`src/rtl/seven_seg_pkg.sv`:
```
// Shared 7-segment encoding (active-low, gfedcba) and reader types.
package seven_seg_pkg;

    localparam logic [6:0] SEG_0     = 7'h40;
    localparam logic [6:0] SEG_1     = 7'h79;
    localparam logic [6:0] SEG_2     = 7'h24;
    localparam logic [6:0] SEG_3     = 7'h30;
    localparam logic [6:0] SEG_4     = 7'h19;
    localparam logic [6:0] SEG_5     = 7'h12;
    localparam logic [6:0] SEG_6     = 7'h02;
    localparam logic [6:0] SEG_7     = 7'h78;
    localparam logic [6:0] SEG_8     = 7'h00;
    localparam logic [6:0] SEG_9     = 7'h10;
    localparam logic [6:0] SEG_A     = 7'h08;
    localparam logic [6:0] SEG_B     = 7'h03;
    localparam logic [6:0] SEG_C     = 7'h46;
    localparam logic [6:0] SEG_D     = 7'h21;
    localparam logic [6:0] SEG_E     = 7'h06;
    localparam logic [6:0] SEG_F     = 7'h0E;
    localparam logic [6:0] SEG_BLANK = 7'h7F;

    typedef enum logic {
        COLLECT = 1'b0,
        HOLD    = 1'b1
    } state_e;

    typedef struct packed {
        logic       legal;
        logic       blank;
        logic [3:0] nibble;
    } seg_dec_t;

endpackage

```
`src/rtl/seven_seg_reader_dec.sv`:
```
// Combinational decode of one active-low segment pattern back to a hex nibble.
module seg_to_nibble
    import seven_seg_pkg::*;
(
    input  logic [6:0] i_seg,
    output seg_dec_t   o_dec_c
);

    always_comb begin
        o_dec_c = '{legal: 1'b1, blank: 1'b0, nibble: 4'h0};
        case (i_seg)
            SEG_0:     o_dec_c.nibble = 4'h0;
            SEG_1:     o_dec_c.nibble = 4'h1;
            SEG_2:     o_dec_c.nibble = 4'h2;
            SEG_3:     o_dec_c.nibble = 4'h3;
            SEG_4:     o_dec_c.nibble = 4'h4;
            SEG_5:     o_dec_c.nibble = 4'h5;
            SEG_6:     o_dec_c.nibble = 4'h6;
            SEG_7:     o_dec_c.nibble = 4'h7;
            SEG_8:     o_dec_c.nibble = 4'h8;
            SEG_9:     o_dec_c.nibble = 4'h9;
            SEG_A:     o_dec_c.nibble = 4'hA;
            SEG_B:     o_dec_c.nibble = 4'hB;
            SEG_C:     o_dec_c.nibble = 4'hC;
            SEG_D:     o_dec_c.nibble = 4'hD;
            SEG_E:     o_dec_c.nibble = 4'hE;
            SEG_F:     o_dec_c.nibble = 4'hF;
            SEG_BLANK: begin
                o_dec_c.legal = 1'b0;
                o_dec_c.blank = 1'b1;
            end
            default:   o_dec_c.legal = 1'b0;
        endcase
    end

endmodule

```
`src/rtl/seven_seg_reader.sv`:
```
// Samples a multiplexed active-low 7-segment bus, debounces each digit pattern,
// assembles one nibble per digit into a word and offers it on valid/ready.
module seven_seg_reader
    import seven_seg_pkg::*;
#(
    parameter int unsigned NUM_DIGITS    = 4,
    parameter int unsigned STABLE_CYCLES = 2
) (
    input  logic                    clk,
    input  logic                    reset,
    input  logic [6:0]              seg_in,
    input  logic [NUM_DIGITS-1:0]   dig_sel,
    input  logic                    seg_valid,
    output logic [4*NUM_DIGITS-1:0] word_out,
    output logic                    word_valid,
    input  logic                    word_ready,
    output logic                    err_illegal,
    output logic                    err_sel,
    output logic                    err_ovr,
    input  logic                    err_clr
);

    localparam int unsigned WORD_W = 4 * NUM_DIGITS;
    localparam int unsigned CNT_W  = $clog2(STABLE_CYCLES + 1);
    localparam logic [CNT_W-1:0] CNT_MAX  = CNT_W'(STABLE_CYCLES);
    localparam logic [CNT_W-1:0] CNT_LAST = CNT_W'(STABLE_CYCLES - 1);

    state_e                r_state;
    logic [CNT_W-1:0]      r_run;
    logic [NUM_DIGITS-1:0] r_prev_sel;
    logic [6:0]            r_prev_seg;
    logic [WORD_W-1:0]     r_slots;
    logic [NUM_DIGITS-1:0] r_mask;

    seg_dec_t              w_dec;
    logic                  w_onehot;
    logic                  w_qual;
    logic                  w_sel_err;
    logic                  w_same;
    logic                  w_accept;
    logic                  w_take;
    logic                  w_bad_pat;
    logic [CNT_W-1:0]      w_run_next;
    logic [WORD_W-1:0]     w_slots_next;
    logic [NUM_DIGITS-1:0] w_mask_next;
    logic                  w_done;
    logic                  w_ovr;

    seg_to_nibble u_dec (
        .i_seg   (seg_in),
        .o_dec_c (w_dec)
    );

    // Run tracking: a pattern is accepted exactly once, when its run length hits STABLE_CYCLES.
    always_comb begin
        w_onehot  = (dig_sel != '0) && ((dig_sel & (dig_sel - NUM_DIGITS'(1))) == '0);
        w_qual    = seg_valid & w_onehot;
        w_sel_err = seg_valid & ~w_onehot;
        w_same    = (r_run != '0) && (dig_sel == r_prev_sel) && (seg_in == r_prev_seg);
        w_run_next = '0;
        if (w_qual) begin
            if (!w_same)
                w_run_next = CNT_W'(1);
            else if (r_run == CNT_MAX)
                w_run_next = r_run;
            else
                w_run_next = r_run + CNT_W'(1);
        end
        w_accept  = w_qual & (w_same ? (r_run == CNT_LAST) : (STABLE_CYCLES == 1));
        w_take    = w_accept & w_dec.legal;
        w_bad_pat = w_accept & ~w_dec.legal & ~w_dec.blank;
    end

    // Slot/mask update; dig_sel is one-hot whenever w_take is set.
    always_comb begin
        w_slots_next = r_slots;
        for (int k = 0; k < NUM_DIGITS; k++) begin
            if (w_take && dig_sel[k])
                w_slots_next[4*k +: 4] = w_dec.nibble;
        end
        w_mask_next = r_mask | (w_take ? dig_sel : '0);
        w_done      = &w_mask_next;
        w_ovr       = w_done & (r_state == HOLD) & ~word_ready;
    end

    always_ff @(posedge clk) begin
        if (reset) begin
            r_state     <= COLLECT;
            r_run       <= '0;
            r_prev_sel  <= '0;
            r_prev_seg  <= '0;
            r_slots     <= '0;
            r_mask      <= '0;
            word_out    <= '0;
            word_valid  <= 1'b0;
            err_illegal <= 1'b0;
            err_sel     <= 1'b0;
            err_ovr     <= 1'b0;
        end else begin
            r_run   <= w_run_next;
            r_slots <= w_slots_next;
            r_mask  <= w_done ? '0 : w_mask_next;
            if (w_qual) begin
                r_prev_sel <= dig_sel;
                r_prev_seg <= seg_in;
            end
            // A new error in the same cycle as err_clr leaves the bit set.
            err_illegal <= w_bad_pat | (err_illegal & ~err_clr);
            err_sel     <= w_sel_err | (err_sel & ~err_clr);
            err_ovr     <= w_ovr     | (err_ovr & ~err_clr);
            case (r_state)
                COLLECT: begin
                    if (w_done) begin
                        word_out   <= w_slots_next;
                        word_valid <= 1'b1;
                        r_state    <= HOLD;
                    end
                end
                HOLD: begin
                    if (word_ready) begin
                        if (w_done) begin
                            word_out <= w_slots_next;
                        end else begin
                            word_valid <= 1'b0;
                            r_state    <= COLLECT;
                        end
                    end
                end
                default: r_state <= COLLECT;
            endcase
        end
    end

endmodule

```
`config.mk`:
```
export PLATFORM = sky130hd
export DESIGN_NAME = seven_seg_reader
export DESIGN_NICKNAME = d
export VERILOG_FILES = /design/src/rtl/seven_seg_pkg.sv /design/src/rtl/seven_seg_reader_dec.sv /design/src/rtl/seven_seg_reader.sv
export SDC_FILE = /design/constraint.sdc
export NUM_CORES = 1
export LEC_CHECK = 0
export ABC_AREA = 1
export CAP_MARGIN = 30
export CORE_UTILIZATION = 60
export CTS_CLUSTER_SIZE = 14
export DETAILED_ROUTE_END_ITERATION = 10
export GPL_ROUTABILITY_DRIVEN = 1
export GPL_TIMING_DRIVEN = 0
export MAX_ROUTING_LAYER = met4
export PLACE_DENSITY = 0.85
export SETUP_SLACK_MARGIN = 0.2
export SYNTH_ARGS = -nofsm -noshare
export SYNTH_HDL_FRONTEND = slang
export SYNTH_HIERARCHICAL = 1
export SYNTH_SLANG_ARGS = --single-unit
export TNS_END_PERCENT = 1
```
`constraint.sdc`:
```
create_clock -name clk -period 5.7 [get_ports clk]
set_input_delay 0.855 -clock clk [delete_from_list [all_inputs] [get_ports clk]]
set_output_delay 0.855 -clock clk [all_outputs]
set_load 0.005 [all_outputs]
```
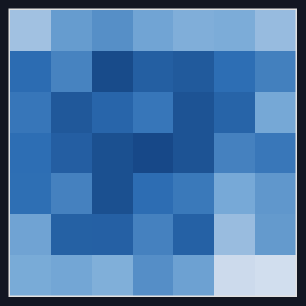
**Above:** run 1 (placement density heat map).
(4 px per um) The die is cut into 7 by 7 equal tiles; white is low, dark blue is high, 0 to 100% covered.
- fullest tile: 90%
- tiles over 75% full: 39%
- mean over tiles: 66%
- emptiest ninth of the die: bottom right
Core Util at FP: 64.14%
core area: 4504 um^2
post-layout util: 75.56%

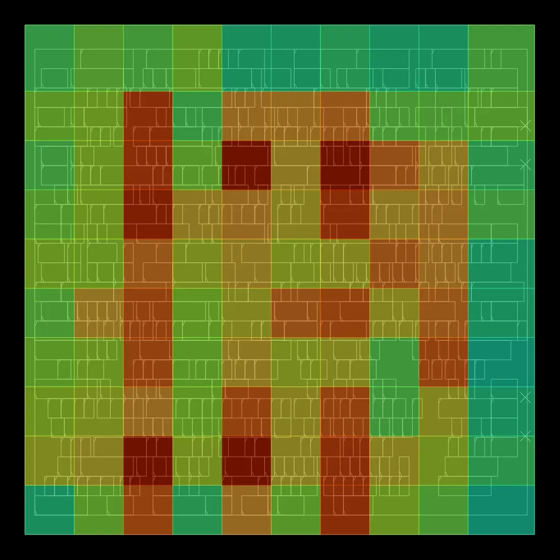
**Above:** run 1 (routing congestion).
met3 usage: 4.923%
total track usage: 26.30%
met2 usage: 45.29%

==> Slide: Implementation Results, run 1 <==
Run Summary

Placement
  • Post-Place Setup Slack: 1.996 ns
  • Placed instance count: 516
  • DPL Wire Length: 4601 um

Finish
  • Ant diodes: 0
  • Fillers: 363
  • Nets: 491
  • Share of layout cells above drive strength 1: 11.44%
  • Post-route insts no fill: 524
  • Dominant logic cell type in the layout: nand2_1

Synth
  • Top post-synthesis cells by count: 107 x nand2_1, 79 x nor2_1, 57 x inv_1
  • Synth Instances: 429
  • EDFF count, synth: 0
  • Chip Area, Yosys: 2889 um^2
  • Synth Flop Type: dfxtp_1
  • Top cell type by total area after synthesis: dfxtp_1
  • Netlist Area Pre-Place: 2889 um^2
  • Yosys reg bits: 54
  • Synth Seq Share: 37.42%
  • Ys async rst share: 0%
  • Dominant cells by area after synthesis: dfxtp_1 37%, nand2_1 14%, nor2_1 10%

Critical path
  • CP Buf/Inv Count: 5
  • CP Capture Type: flip-flop
  • Max stage delay on crit path: 0.51 ns
  • Crit path max fanout: 9
  • Cell Chain, Critical Path: clkdlybuf4s50_1 > inv_1 > nand2_2 > nor2_2 > nand2_1 > nand3_2 > nor2_2 > nand3_1 > inv_1 > nor2_8 > nand2_4 > nand2_2 > inv_2 > nor2_8 > nand2_1 > inv_1 > ha_1 > nand2_1 > nand2_1 > a21oi_1
  • FF-to-FF path depth: 19
  • CP delay by family, top: simple AND/OR/NAND/NOR gates
  • Data required time of the worst path: 5.95 ns

Floorplanning
  • Chip area: 5097 um^2
  • Site row count: 24
  • Die Y: 71.39 um

GRT
  • Initial antenna violation count: 0
  • Remaining global-route overflow: 0

Power
  • Biggest consumer: sequential cells
  • Seq pwr share: 55.4%

Final timing
  • Least-Margin Pin Slew: 0.4891 ns
  • Fin crit share: 59.67%
  • Min Hold Slack: 0.4764 ns
  • RSZ-0062 raised after global routing: false
  • Rel. slew slack: 67.39%
  • Final worst setup slack: 2.299 ns
  • Setup violations, final: 0

Drt
  • First DRT Iteration DRCs: 180
  • DRC errors left: 4
  • ANT nets after route: 0
  • Vias per cell: 5.137
  • First-pass iteration count of the detailed router: 8

Outcome
  • Failing checks: design-rule violations
  • Status: finished, violations left

Clocking
  • CTS root buf: clkbuf_8
  • CTS max path bufs: 2

Flow run
  • Tool warning count: 28
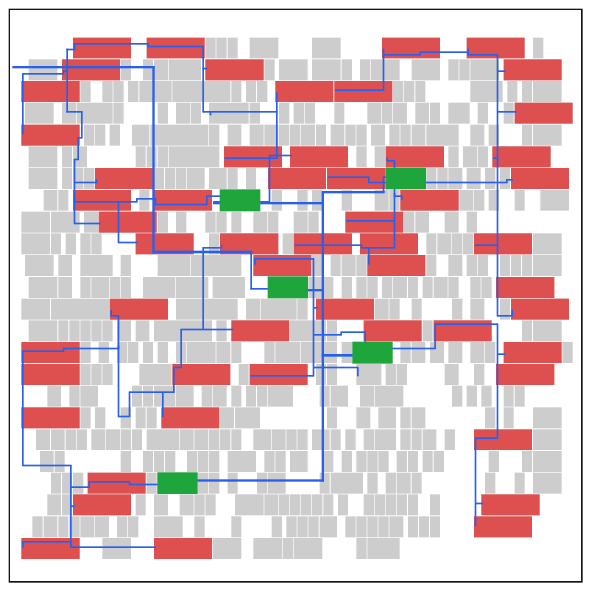
**Above:** run 1 (routed clock nets over the placement).
(8 px per um)
- green: cells driving clock nets (count 5)
- blue: clock wires (length 646 um)
- red: flip-flops (count 54)
- routed clock nets: 6
Latency at later pin: 0.32 ns
clock skew: 0.008800 ns
Clk pwr share: 33.3%
Clock group: 0.000233 W

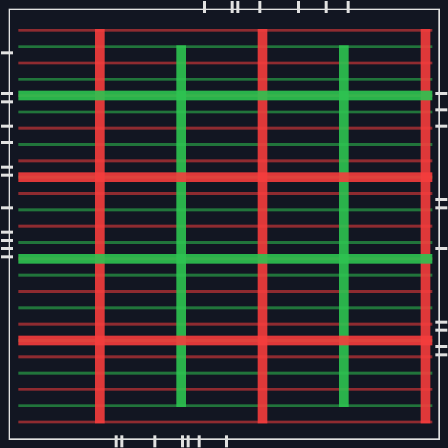
**Above:** run 1 (PDN straps and rails).
(6 px per um) Pins as bars on the die edge.
- red: VSS
- green: VDD
- met5 straps: 4
- met1 rails: 25

[run 1: registers in the layout, indices dropped and copies added (netlist names)]
| signal | cells |
|---|---|
| r_state | 1 |
| word_out | 16 |
| r_mask | 4 |
| err_sel | 1 |
| r_slots | 16 |
| err_ovr | 1 |
| r_prev_seg | 7 |
| err_illegal | 1 |
| r_prev_sel | 4 |
| word_valid | 1 |
| r_run | 2 |
[run 1: cell families after synthesis]
| group | synth area share [%] |
|---|---|
| xor+xnor | 0.9097 |
| compound gates | 8.012 |
| fa+ha+maj | 1.732 |
| flops | 37.42 |
| simple gates | 41.01 |
| buf+inv | 10.91 |
[run 1: routing by layer]
metal | vias to the layer above | wire length, um | GRT usage (%)
li1 | 1389 | - | -
met1 | 1232 | 2820 | 30.28
met2 | 61 | 2935 | 45.29
met3 | 10 | 250 | 4.923
met4 | 0 | 100 | 10.22
met5 | - | 0 | -
[run 1: final cells by class]
class	instances	share of cell area, %
timing repair buffer	35	10.29
multi-input combinational	296	43.86
sequential	54	31.76
inverter	69	7.610
clock inverter	2	0.4779
clock buffer	6	2.426
tap	52	1.912
buffer	10	1.654
[run 1: how the worst max path moves through the flow]
stage              start  slack (ns)                      end  depth (start not counted)
2_1_floorplan  seg_in[5]        2.91  word_valid$_SDFFE_PP0P_                         19
3_3_place_gp   seg_in[2]        2.04  word_valid$_SDFFE_PP0P_                         20
3_5_place_dp   seg_in[5]        2.00  word_valid$_SDFFE_PP0P_                         20
4_1_cts        seg_in[5]        2.30  word_valid$_SDFFE_PP0P_                         20
5_1_grt        seg_in[3]        2.05  word_valid$_SDFFE_PP0P_                         21
6_report       seg_in[5]        2.30  word_valid$_SDFFE_PP0P_                         20
**Run 1: wiring by layer**

(8 px per um) Two of the layers only.
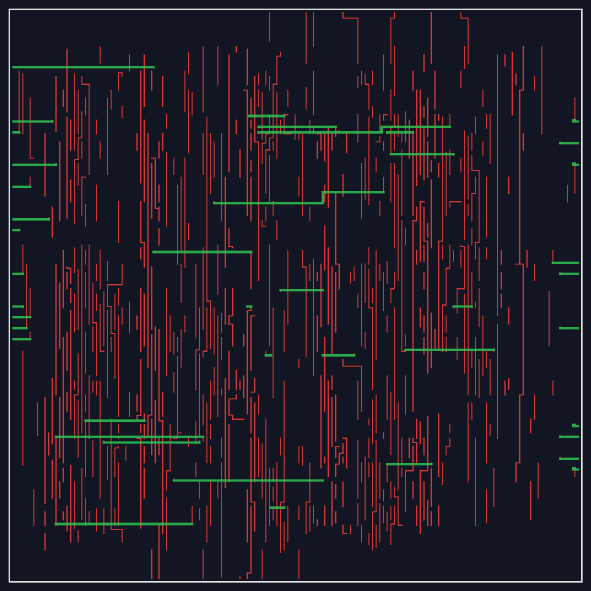

==> run 2: changes to the inputs <==
- CORE_UTILIZATION: 60 -> 50
- PLACE_DENSITY: 0.85 -> 0.76
- clock period: 5.7 -> 2.9 ns (I/O delays scaled with it)
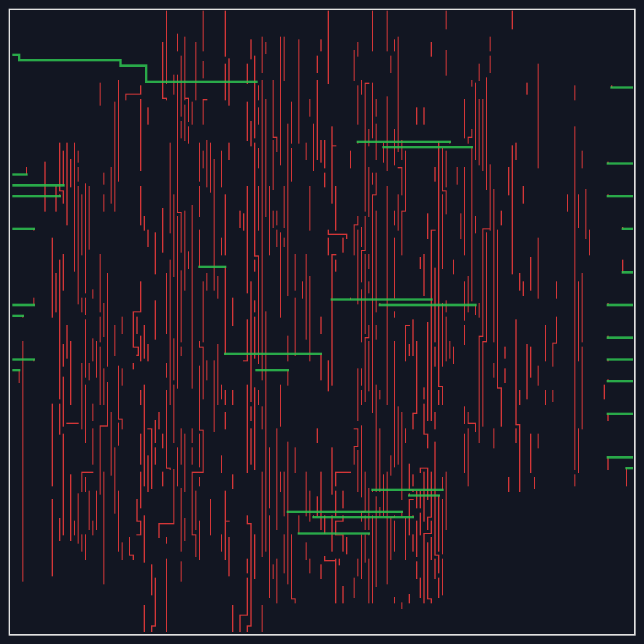
**Above:** run 2 (wiring by layer).
(8 px per um) Two of the layers only.
- red: met2 (wire length 2950 um)
- green: met3 (wire length 200 um)
Vias: 2619
overall routed net length: 5866 um
DR WL/cell: 10.76 um
total track usage: 21.38%

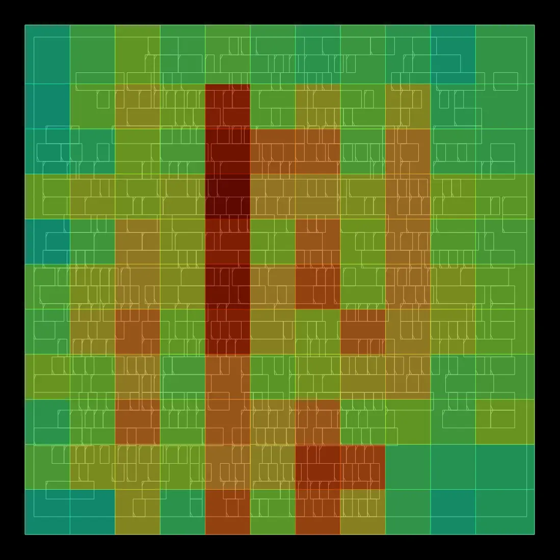
**Above:** run 2 (routing congestion).
met1 Use GR: 24.82%
busiest grt layer: met2

==> Slide: Implementation Results, run 2 <==
Run Summary

Outcome
  • Status: complete, no violations

Final timing
  • Setup violations, final: 0 (unchanged)
  • RSZ-0062 raised after global routing: false
  • Rel. slew slack: 67.93% (+0.54 points)
  • Clock skew: 0.009791 ns (+0.0009914 ns)

Synth
  • Mux area share: 0% (unchanged)
  • Yosys reg bits: 54 (unchanged)
  • Aoi/oai-family share of the synthesized area: 8.012% (unchanged)
  • Top cell type by total area after synthesis: dfxtp_1
  • Top post-synthesis cells by count: 107 x nand2_1, 79 x nor2_1, 57 x inv_1
  • Dominant cells by area after synthesis: dfxtp_1 37%, nand2_1 14%, nor2_1 10%
  • Netlist Area Pre-Place: 2889 um^2 (unchanged)
  • Synth Seq Share: 37.42% (unchanged)
  • Simple share: 41.01% (unchanged)
  • Xor/xnor share: 0.9095% (unchanged)
  • Ys async rst share: 0% (unchanged)
  • Main logic family after synthesis: simple AND/OR/NAND/NOR gates
  • Fa+ha+maj area frac: 1.732% (unchanged)

Clocking
  • CTS max path bufs: 2 (unchanged)
  • CTS root buf: clkbuf_8

Critical path
  • FF-to-FF path depth: 19 (unchanged)
  • Critical Path Stages: 20 (unchanged)
  • Worst Setup EP: word_valid$_SDFFE_PP0P_
  • Max stage delay on crit path: 0.31 ns (-0.20 ns)
  • Beginning of the critical path: seg_in[6]
  • Crit path max fanout: 9 (unchanged)
  • Cell Chain, Critical Path: dlygate4sd2_1 > inv_2 > nand2_2 > nor2_4 > nand2_1 > nand2_1 > nor2_2 > nand3_2 > inv_2 > nor2_8 > nand2_4 > nand2_4 > nand2_2 > nor2_8 > nand2_2 > inv_1 > ha_1 > nand2_1 > nand2_1 > a21oi_1
  • CP Buf/Inv Count: 4 (-1)
  • Data required time of the worst path: 3.14 ns (-2.81 ns)

Finish
  • Fillers: 558 (+54%)
  • Ant diodes: 0 (unchanged)
  • Nets: 493 (+0.41%)
  • Top Registers: r_slots x16, word_out x16, r_prev_seg x7
  • Dominant logic cell type in the layout: nand2_1
  • Share of layout cells above drive strength 1: 14.16% (+2.7 points)

Floorplanning
  • Core Util at FP: 52.15% (-12 points)
  • Core area: 5540 um^2 (+23%)
  • Die Y: 78.02 um (+9.3%)

GRT
  • Remaining global-route overflow: 0 (unchanged)
  • Initial antenna violation count: 0 (unchanged)

Power
  • Clk pwr share: 35.0% (+1.7 points)
  • Biggest consumer: sequential cells
  • Seq pwr share: 54.1% (-1.3 points)

Drt
  • First DRT Iteration DRCs: 158 (-12%)
  • ANT nets after route: 0 (unchanged)

Flow run
  • Tool warning count: 28 (unchanged)

Placement
  • DPL Wire Length: 4522 um (-1.7%)
-- run 2: logic make-up (layout without fill, tap and decap cells) --
group / after synthesis / in the layout
buffers and inverters: 79 / 123
and+or+nand+nor: 244 / 244
adders and majority gates: 4 / 4
xor gates and xnor gates: 3 / 3
AOI/OAI and AO/OA: 45 / 45
DFF: 54 / 54
-- run 2: how the worst min path moves through the flow --
stage,endpoint,cells after the start
4_1_cts,err_ovr$_SDFF_PP0_,2
2_1_floorplan,word_valid$_SDFFE_PP0P_,2
3_3_place_gp,word_valid$_SDFFE_PP0P_,2
5_1_grt,r_prev_seg[4]$_SDFFE_PP0N_,3
3_5_place_dp,err_ovr$_SDFF_PP0_,2
6_report,err_ovr$_SDFF_PP0_,2
-- run 2: final cells by class --
type / count / share of cell area (%)
Clock buffer: 5 / 1.983
Inverter: 69 / 7.465
Timing Repair Buffer: 37 / 9.773
Sequential cell: 54 / 31.19
Multi-Input combinational cell: 296 / 44.25
Buffer: 10 / 1.623
Clock inverter: 2 / 1.118
Tap cell: 72 / 2.596
-- run 2: metrics by stage --
stage | setup WS [ns] | total power [W] | cells | utilization, % | setup TNS, ns
after floorplan | 0.5343 | 0.0008745 | 429 | - | 0
after global placement | -0.3358 | 0.0009296 | 536 | 60.09 | -1.440
after detailed placement | -0.3756 | 0.0009339 | 536 | 60.09 | -1.964
after CTS | 0.2874 | 0.001420 | 543 | 61.88 | 0
after global routing | 0.2481 | 0.001474 | 545 | 62.62 | 0
final | 0.4705 | 0.001408 | 545 | 62.62 | 0
-- run 2: metal layers --
layer / global-route usage (%) / share of wire (%)
met2: 38.14 / 50
met5: - / 0
met1: 24.82 / 46
met4: 5.556 / 0.61
met3: 3.837 / 3.4
No activity file was given, so power comes from the tool's default toggle rates.
